Figure 1. Cell placement.
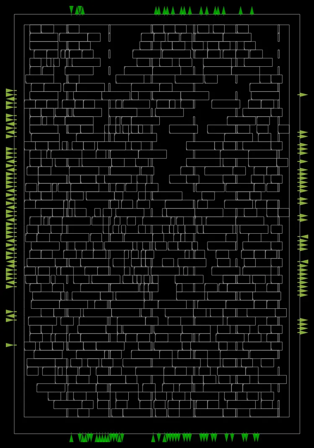
Figure 2. I/O nets highlighted.
Scale: 2 px per um.
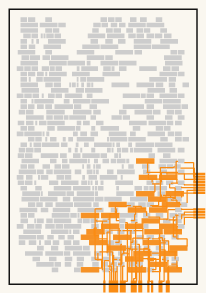
Figure 3. Signal wires by layer.
Scale: 2 px per um. Only two layers are drawn.
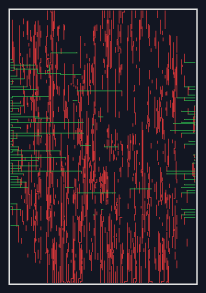
Figure 4. Ports around the boundary.
Scale: 3 px per um. Pins as bars across the die edge, other pins in grey.
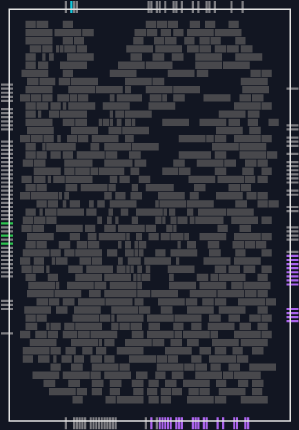
Figure 5. Met2 routing.
Scale: 3 px per um.
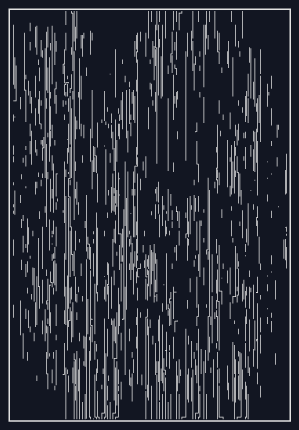
File: config.mk
export PLATFORM = sky130hd
export DESIGN_NAME = alu_operand_sequencer
export DESIGN_NICKNAME = d
export VERILOG_FILES = /design/src/rtl/alu_operand_sequencer.sv
export SDC_FILE = /design/constraint.sdc
export NUM_CORES = 1
export LEC_CHECK = 0
export CAP_MARGIN = 5
export CORE_ASPECT_RATIO = 1.5
export CORE_MARGIN = 3
export CORE_UTILIZATION = 45
export CTS_BUF_LIST = sky130_fd_sc_hd__clkbuf_4 sky130_fd_sc_hd__clkbuf_8 sky130_fd_sc_hd__clkbuf_16
export DETAILED_ROUTE_END_ITERATION = 10
export GPL_TIMING_DRIVEN = 0
export PLACE_DENSITY = 0.73
export SLEW_MARGIN = 25
export SYNTH_ARGS = -nofsm -noshare
export SYNTH_HDL_FRONTEND = slang
export SYNTH_SLANG_ARGS = --single-unit
File: constraint.sdc
create_clock -name clock -period 2.7 [get_ports clock]
set_input_delay 0.27 -clock clock [delete_from_list [all_inputs] [get_ports clock]]
set_output_delay 0.27 -clock clock [all_outputs]
set_load 0.02 [all_outputs]
File: src/rtl/alu_operand_sequencer.sv
// alu_operand_sequencer: sequencer between the DE1-SoC KEY/SW/HEX I/O and a
// WIDTH-bit ALU. Operand nibbles are shifted into bus_a/bus_b on debounced
// enter presses. A debounced run press latches the opcode and pulses
// alu_start. The result and flags are captured ALU_LAT cycles later and then
// shown as 16-bit pages.
//
// Ports:
//   clock, reset_n         system clock, async active-low reset
//   enter_n, run_n         raw active-low keys (asynchronous to clock)
//   sw_data, sw_sel        nibble to load / 00=A, 01=B, 1x=page select
//   sw_ctrl                opcode, sampled on run
//   alu_result, alu_flags  ALU outputs ({z,v,c,n})
//   bus_a, bus_b, control  operand and opcode registers driving the ALU
//   alu_start              one-cycle launch pulse
//   disp_word, disp_en     selected 16-bit result page and its valid flag
//   page, flags, busy      page index, captured flags, high while executing

// Key conditioner: 2-flop synchroniser followed by a debounce counter.
// The counter only runs while the synchronised level differs from the
// accepted level. press_ev fires in the cycle in which a press is accepted.
module alu_operand_sequencer_key #(
    parameter int DEB_CYCLES = 16
) (
    input  logic clock,
    input  logic reset_n,
    input  logic key_n,
    output logic press_ev
);
    localparam int CNT_W = $clog2(DEB_CYCLES + 1);

    logic [1:0]       sync_q;
    logic             deb_q;
    logic [CNT_W-1:0] cnt_q;
    logic             differs;
    logic             accept;

    assign differs  = sync_q[1] != deb_q;
    assign accept   = differs && (cnt_q == CNT_W'(DEB_CYCLES - 1));
    // Only presses (accepted high-to-low) generate events; releases are silent.
    assign press_ev = accept && !sync_q[1];

    always_ff @(posedge clock or negedge reset_n) begin
        if (!reset_n) begin
            sync_q <= 2'b11;
            deb_q  <= 1'b1;
            cnt_q  <= '0;
        end else begin
            sync_q <= {sync_q[0], key_n};
            if (!differs) begin
                cnt_q <= '0;
            end else if (accept) begin
                deb_q <= sync_q[1];
                cnt_q <= '0;
            end else begin
                cnt_q <= cnt_q + 1'b1;
            end
        end
    end
endmodule

module alu_operand_sequencer #(
    parameter int WIDTH      = 32,
    parameter int CTRL_W     = 3,
    parameter int ALU_LAT    = 1,
    parameter int DEB_CYCLES = 16,
    localparam int NPG       = WIDTH / 16,
    localparam int PG_W      = (NPG > 1) ? $clog2(NPG) : 1
) (
    input  logic              clock,
    input  logic              reset_n,
    input  logic              enter_n,
    input  logic              run_n,
    input  logic [3:0]        sw_data,
    input  logic [1:0]        sw_sel,
    input  logic [CTRL_W-1:0] sw_ctrl,
    input  logic [WIDTH-1:0]  alu_result,
    input  logic [3:0]        alu_flags,
    output logic [WIDTH-1:0]  bus_a,
    output logic [WIDTH-1:0]  bus_b,
    output logic [CTRL_W-1:0] control,
    output logic              alu_start,
    output logic [15:0]       disp_word,
    output logic              disp_en,
    output logic [PG_W-1:0]   page,
    output logic [3:0]        flags,
    output logic              busy
);
    typedef enum logic [1:0] {IDLE, EXEC, SHOW} state_t;

    state_t              state_q, state_d;
    logic [WIDTH-1:0]    a_q, a_d, b_q, b_d, res_q, res_d;
    logic [CTRL_W-1:0]   ctrl_q, ctrl_d;
    logic [3:0]          flg_q, flg_d, lat_q, lat_d;
    logic [PG_W-1:0]     pg_q, pg_d;
    logic                enter_ev, run_ev;
    logic                do_launch, do_shift, do_page;
    logic [NPG-1:0][15:0] pages;

    alu_operand_sequencer_key #(.DEB_CYCLES(DEB_CYCLES)) u_enter (
        .clock(clock), .reset_n(reset_n), .key_n(enter_n), .press_ev(enter_ev)
    );
    alu_operand_sequencer_key #(.DEB_CYCLES(DEB_CYCLES)) u_run (
        .clock(clock), .reset_n(reset_n), .key_n(run_n), .press_ev(run_ev)
    );

    // Events are dropped while executing. Run wins over a same-cycle enter.
    assign do_launch = run_ev && (state_q != EXEC);
    assign do_shift  = enter_ev && !run_ev && !sw_sel[1] && (state_q != EXEC);
    assign do_page   = enter_ev && !run_ev && sw_sel[1] && (state_q == SHOW);

    always_comb begin
        state_d   = state_q;
        a_d       = a_q;
        b_d       = b_q;
        res_d     = res_q;
        ctrl_d    = ctrl_q;
        flg_d     = flg_q;
        lat_d     = lat_q;
        pg_d      = pg_q;
        alu_start = 1'b0;

        if (do_launch) begin
            ctrl_d    = sw_ctrl;
            alu_start = 1'b1;
            lat_d     = 4'(ALU_LAT);
            state_d   = EXEC;
        end else if (do_shift) begin
            if (sw_sel[0]) b_d = {b_q[WIDTH-5:0], sw_data};
            else           a_d = {a_q[WIDTH-5:0], sw_data};
            state_d = IDLE;
        end else if (do_page) begin
            // With a single page this wraps straight back to 0.
            pg_d = (pg_q == PG_W'(NPG - 1)) ? '0 : pg_q + 1'b1;
        end

        if (state_q == EXEC) begin
            // lat_q reaches 1 in the cycle ALU_LAT after the alu_start cycle.
            if (lat_q == 4'd1) begin
                res_d   = alu_result;
                flg_d   = alu_flags;
                pg_d    = '0;
                state_d = SHOW;
            end else begin
                lat_d = lat_q - 1'b1;
            end
        end else if (state_q != IDLE && state_q != SHOW) begin
            state_d = IDLE;
        end
    end

    always_ff @(posedge clock or negedge reset_n) begin
        if (!reset_n) begin
            state_q <= IDLE;
            a_q     <= '0;
            b_q     <= '0;
            res_q   <= '0;
            ctrl_q  <= '0;
            flg_q   <= '0;
            lat_q   <= '0;
            pg_q    <= '0;
        end else begin
            state_q <= state_d;
            a_q     <= a_d;
            b_q     <= b_d;
            res_q   <= res_d;
            ctrl_q  <= ctrl_d;
            flg_q   <= flg_d;
            lat_q   <= lat_d;
            pg_q    <= pg_d;
        end
    end

    assign pages     = res_q;
    assign bus_a     = a_q;
    assign bus_b     = b_q;
    assign control   = ctrl_q;
    assign flags     = flg_q;
    assign page      = pg_q;
    assign busy      = (state_q == EXEC);
    assign disp_en   = (state_q == SHOW);
    assign disp_word = disp_en ? pages[pg_q] : 16'h0000;
endmodule

==> impl_metrics.env <==
# physical design summary
export IMPL_cp_cell_sequence="buf_2, mux2i_1, nor2_1, clkdlybuf4s50_1"
export IMPL_critical_path_peak_fanout=10
export IMPL_finalWorstSetupSlack_ns=0.149
export IMPL_crit_start="page$_DFF_PN0_"
export IMPL_min_path_type="primary input to register"
export IMPL_antenna_found_initial=0
export IMPL_ys_sh_adder_pct=0.976
export IMPL_placed_area_mm2=0.00673
export IMPL_synth_main_ff_cell="dfrtp_1"
export IMPL_peakVddDrop_uv=411
export IMPL_skew_ns=0.00702
export IMPL_synth_area_mm2=0.00513
export IMPL_top_area_share_pct=58.6
export IMPL_yosys_area_mm2=0.00513
export IMPL_r2r_setup_slack_ns=0.62
export IMPL_edf_count=0
export IMPL_crit_path_top_delay_cell="dfrtp_1"
export IMPL_total_power_w=0.00442
export IMPL_synth_seq_share_pct=61.7
export IMPL_cts_sinks=126
export IMPL_grt_ovfl_total=0
export IMPL_sh_seq_area_pct=43.1
export IMPL_ys_async_sr_fraction_pct=100
export IMPL_post_cts_hold_buffer_count=1
export IMPL_warnings=27
export IMPL_clkLatencyLatePin_ns=0.40
export IMPL_cp_endpoint="disp_word[9]"
export IMPL_inv_count=4
export IMPL_crit_buf_inv=2
export IMPL_post_cts_buffers=0
export IMPL_drc=0
export IMPL_ys_sh_mux_pct=26.0
export IMPL_chipArea_mm2=0.0127
export IMPL_ff_count=126
export IMPL_yosys_cell_count_top_type="dfrtp_1"
export IMPL_yosysTopAreaCell="dfrtp_1"
export IMPL_final_nonclk_buf_share_pct=21.1
export IMPL_finalSetupTns_ns=0
export IMPL_grt_util_met1_pct=19.8
export IMPL_worst_slew_pin_slew_ns=0.577
export IMPL_p_seq_w=0.00195
export IMPL_path_depth=4
export IMPL_min_to="u_enter.sync_q[0]$_DFF_PN1_"
export IMPL_clockRootBuffer="clkbuf_16"
export IMPL_ctsHtreeMaxLevel=4
export IMPL_pwr_share_comb_pct=5.0
export IMPL_pwr_share_seq_pct=44.2
export IMPL_reg2reg_to="bus_b[19]$_DFFE_PN0P_"
export IMPL_via_per_inst=4.99
export IMPL_largest_cell_class="registers"
export IMPL_stdcell_area_mm2=0.00733
export IMPL_most_common_layout_cells="clkdlybuf4s50_1 (137), dfrtp_1 (120), mux2_2 (96), nor2_1 (23), clkbuf_16 (17)"
export IMPL_wl_met2_um=5570
export IMPL_synth_simple_area_share_pct=5.83
export IMPL_cts_tree="yes"
export IMPL_clockPowerShare_pct=50.8
export IMPL_p_clk_w=0.00224
export IMPL_grt_max_degree=77
export IMPL_ant_nets=0
export IMPL_signal_buffers=154
export IMPL_drt_iter0_drc=89
export IMPL_reg2reg_depth=7
export IMPL_synth_flops=126
export IMPL_area_growth_pct=43.0
export IMPL_ys_sh_aoi_pct=1.59
export IMPL_powerComb_w=0.000220
export IMPL_mostFrequentLayoutCell="clkdlybuf4s50_1"
export IMPL_post_place_ws_ns=0.328
export IMPL_slew_violations=0
export IMPL_p_per_area_mw_per_mm2=602
export IMPL_drv_cap=0
export IMPL_clkCellAreaFrac_pct=8.11
export IMPL_nClkBuffers=26
export IMPL_cp_start_kind="register"
export IMPL_num_nets_final=554
export IMPL_top_layer="met4"
export IMPL_ys_cells=343
export IMPL_dp_cells=630
export IMPL_outcome="complete, no violations"
export IMPL_synthTopCellsByArea="dfrtp_1 (59%), mux2_2 (21%), mux2i_1 (3.1%)"
export IMPL_met1Wirelength_um=4180
export IMPL_worstHoldStart="enter_n"
export IMPL_first_global_vias=3622
export IMPL_cp_top_family="buffers and inverters"
export IMPL_instances_no_fill=661
export IMPL_power_group_top="clock"
export IMPL_p_sw_share_pct=19.7
Back to the opening pictures, Figure 1:
filler instances: 872
tap cells: 147
core area: 0.0111 mm^2

Back to the opening pictures, Figure 2:
Key: orange = `bus_a` [bits 32, direction output, edge 20 bottom, 12 right, end cells 32, buffers 32, wire 1040 um]
I/O pins: 140
Port Buffers: 139

Back to the opening pictures, Figure 3:
Key: green = metal 3 [wire length 696 um]; red = metal 2 [wire length 5570 um]
total track usage: 17.7%
Vias: 3297
routed wire length: 10700 um
DR WL/cell: 16.1 um

Back to the opening pictures, Figure 4:
Key: purple = `bus_a` [pins 32, direction output, edge 20 bottom, 12 right]; green = `sw_ctrl` [pins 3, direction input, edge left]; cyan = `disp_en` [pins 1, direction output, edge top]
DIE HEIGHT: 137 um
Die Width: 93.1 um

Back to the opening pictures, Figure 5:
523 nets have wire on it. The wires run mostly vertical. The longest straight run is 56.1 um. The layer holds 52% of the routed length. The layer carries 5570 um of wire.
met2 Usage GRT: 31.1%

